`config.mk`:
```
export PLATFORM = sky130hd
export DESIGN_NAME = mem_access_seq
export DESIGN_NICKNAME = d
export VERILOG_FILES = /design/src/rtl/mem_access_seq.sv
export SDC_FILE = /design/constraint.sdc
export NUM_CORES = 1
export LEC_CHECK = 0
export CORE_AREA = 10 10 47 49
export CTS_CLUSTER_SIZE = 28
export DETAILED_ROUTE_END_ITERATION = 12
export DIE_AREA = 0 0 57 59
export DONT_BUFFER_PORTS = 1
export MAX_ROUTING_LAYER = met4
export PLACE_DENSITY_LB_ADDON = 0.1
export SLEW_MARGIN = 40
export SYNTH_ARGS = -nofsm -noshare
export SYNTH_HDL_FRONTEND = slang
export SYNTH_SLANG_ARGS = --single-unit
```
`constraint.sdc`:
```
create_clock -name clk -period 3.9 [get_ports clk]
set_input_delay 0.39 -clock clk [delete_from_list [all_inputs] [get_ports clk]]
set_output_delay 0.39 -clock clk [all_outputs]
set_load 0.01 [all_outputs]
```
`src/rtl/mem_access_seq.sv`:
```
// ============================================================================
// Module   : mem_access_seq
// Purpose  : Runs one MAR/MDR memory transaction at a time for the control
//            unit. It drives the strobes, waits for ready, and reports
//            done or err.
// Revision : 1.0 - initial release
// ============================================================================
`default_nettype none

module mem_access_seq #(
    parameter int TIMEOUT = 8,
    parameter int CNT_W   = 4
) (
    input  logic clk,
    input  logic clr,
    input  logic rd_req,
    input  logic wr_req,
    input  logic mem_ready,
    output logic MARin,
    output logic MDRin,
    output logic MDRread,
    output logic mem_rd,
    output logic mem_wr,
    output logic busy,
    output logic done,
    output logic err
);

    localparam logic [2:0] c_IDLE       = 3'd0;
    localparam logic [2:0] c_LOAD_MAR   = 3'd1;
    localparam logic [2:0] c_RD_WAIT    = 3'd2;
    localparam logic [2:0] c_RD_CAPTURE = 3'd3;
    localparam logic [2:0] c_WR_WAIT    = 3'd4;
    localparam logic [2:0] c_DONE       = 3'd5;
    localparam logic [2:0] c_ERR        = 3'd6;

    localparam logic [CNT_W-1:0] c_CNT_LAST = CNT_W'(TIMEOUT - 1);

    logic [2:0]       r_state;
    logic [2:0]       w_state_next;
    logic             r_op_wr;
    logic             w_op_wr_next;
    logic [CNT_W-1:0] r_cnt;
    logic [CNT_W-1:0] w_cnt_next;

    always_ff @(posedge clk) begin
        if (clr) begin
            r_state <= c_IDLE;
            r_op_wr <= 1'b0;
            r_cnt   <= '0;
        end else begin
            r_state <= w_state_next;
            r_op_wr <= w_op_wr_next;
            r_cnt   <= w_cnt_next;
        end
    end

    always_comb begin
        w_state_next = r_state;
        w_op_wr_next = r_op_wr;
        w_cnt_next   = r_cnt;
        case (r_state)
            c_IDLE: begin
                // Read has priority; a losing write is simply not queued.
                if (rd_req) begin
                    w_state_next = c_LOAD_MAR;
                    w_op_wr_next = 1'b0;
                end else if (wr_req) begin
                    w_state_next = c_LOAD_MAR;
                    w_op_wr_next = 1'b1;
                end
            end
            c_LOAD_MAR: begin
                w_cnt_next   = '0;
                w_state_next = r_op_wr ? c_WR_WAIT : c_RD_WAIT;
            end
            c_RD_WAIT, c_WR_WAIT: begin
                if (mem_ready) begin
                    w_state_next = (r_state == c_RD_WAIT) ? c_RD_CAPTURE : c_DONE;
                end else if (r_cnt == c_CNT_LAST) begin
                    w_state_next = c_ERR;
                end else begin
                    w_cnt_next = r_cnt + 1'b1;
                end
            end
            c_RD_CAPTURE: w_state_next = c_DONE;
            c_DONE:       w_state_next = c_IDLE;
            c_ERR:        w_state_next = c_IDLE;
            default:      w_state_next = c_IDLE;
        endcase
    end

    assign MARin   = (r_state == c_LOAD_MAR);
    assign mem_rd  = (r_state == c_RD_WAIT);
    assign MDRin   = (r_state == c_RD_CAPTURE);
    assign MDRread = (r_state == c_RD_CAPTURE);
    assign mem_wr  = (r_state == c_WR_WAIT);
    assign done    = (r_state == c_DONE);
    assign err     = (r_state == c_ERR);
    assign busy    = (r_state != c_IDLE);

endmodule

`default_nettype wire

```
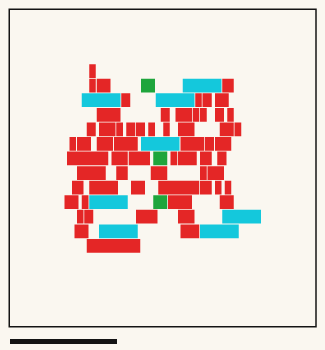
Figure 1: placement by cell class.
The bar under the picture is 20 µm long.
flops: marked cyan, cells 8, share of their area 24%. cells driving clock nets: marked green, cells 3, share of their area 3.4%. all other logic: marked red, cells 62, share of their area 72%.

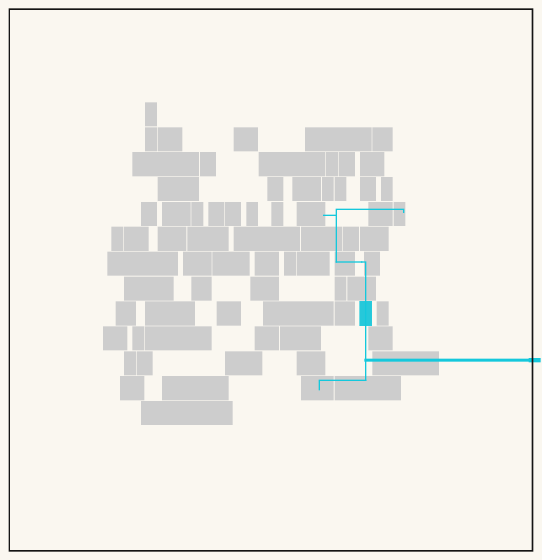
Figure 2: I/O nets highlighted.
MARin: marked cyan, bits 1, direction output, end cells 1, buffers 0, wire 54.8 µm.

==> commit_impl_results.txt <==
Add synthesis and place-and-route results

- Outcome: complete, no violations
- In this run, flip-flops and latches consume 33.7% of the power.
* Met1 track demand over resource in global routing: 10.7%
- At the pin with the least slew margin, the transition time is around 0.43 ns.
* Critical path peak fanout: 12
- The report gives the cell count of the worst hold path as 1.
* FF-to-FF Start: r_state[0]
- Clock tree synthesis selected as its root buffer the cell clkbuf_4.
- After floorplanning, the core was divided into 14 placement rows.
* Number of clock buffers inserted by TritonCTS: 3
- Share of synthesized cell area in and-or and or-and compound cells: 28.5%
- The arrival time of data at the worst endpoint is listed as 1.55 ns.
- In the per-layer summary, the met1 wirelength comes to about 680 µm.
* Flip-flop count of the largest register, all copies and words added: 4
* Hold crit path type: in -> reg
* Cell-by-cell listing of the critical path: or3b_1, inv_2
- Per the OpenROAD floorplan log, the area of the core is roughly 1400 µm².
- Registers take 160 µm².
* Setup fix buffers added after clock tree synthesis: 0
- Flop share of the area: 23.6%
* CP Launch Type: flop
* Worst setup slack after placement: approximately 2.2 ns
* Overall chip area: 3360 µm²
- The main area contributors are dfxtp_1 22%, buf_6 4.7%, a2111oi_4 3.9%.
* Layout overhead on the synthesized area: -4.90%
* HPWL Detailed: ~1100 µm
- Reg-to-reg endpoint: r_cnt[2]
- Accumulated negative setup slack: 0 ns
- The number of global-route vias before repair came to 531.
- Looking at the group totals, the largest power group turns out to be combinational cells.
- Clock buffer count: 3
- First-pass GRT wire length: 2460 µm
- After synthesis, the largest area contributor takes up ~22% of total cell area.
- Mean cell area of the mapped netlist: 9.16 µm²
* Number of nets in the layout: between 80 and 90
- Post-DR wirelength/cell: 16.2 µm
* Clk network pwr share: 15.3%
- Non-filler cells, final: 89
* Width of the die: between 50 and 60 µm
* Share of synthesized area spent on multiplexers: 0%
- Critical path depth: 2
* Setup slack after layout: around 2.0 ns
- Among all stages on the critical path, the largest delay is contributed by dfxtp_1.
Power and IR drop assume default switching activity.
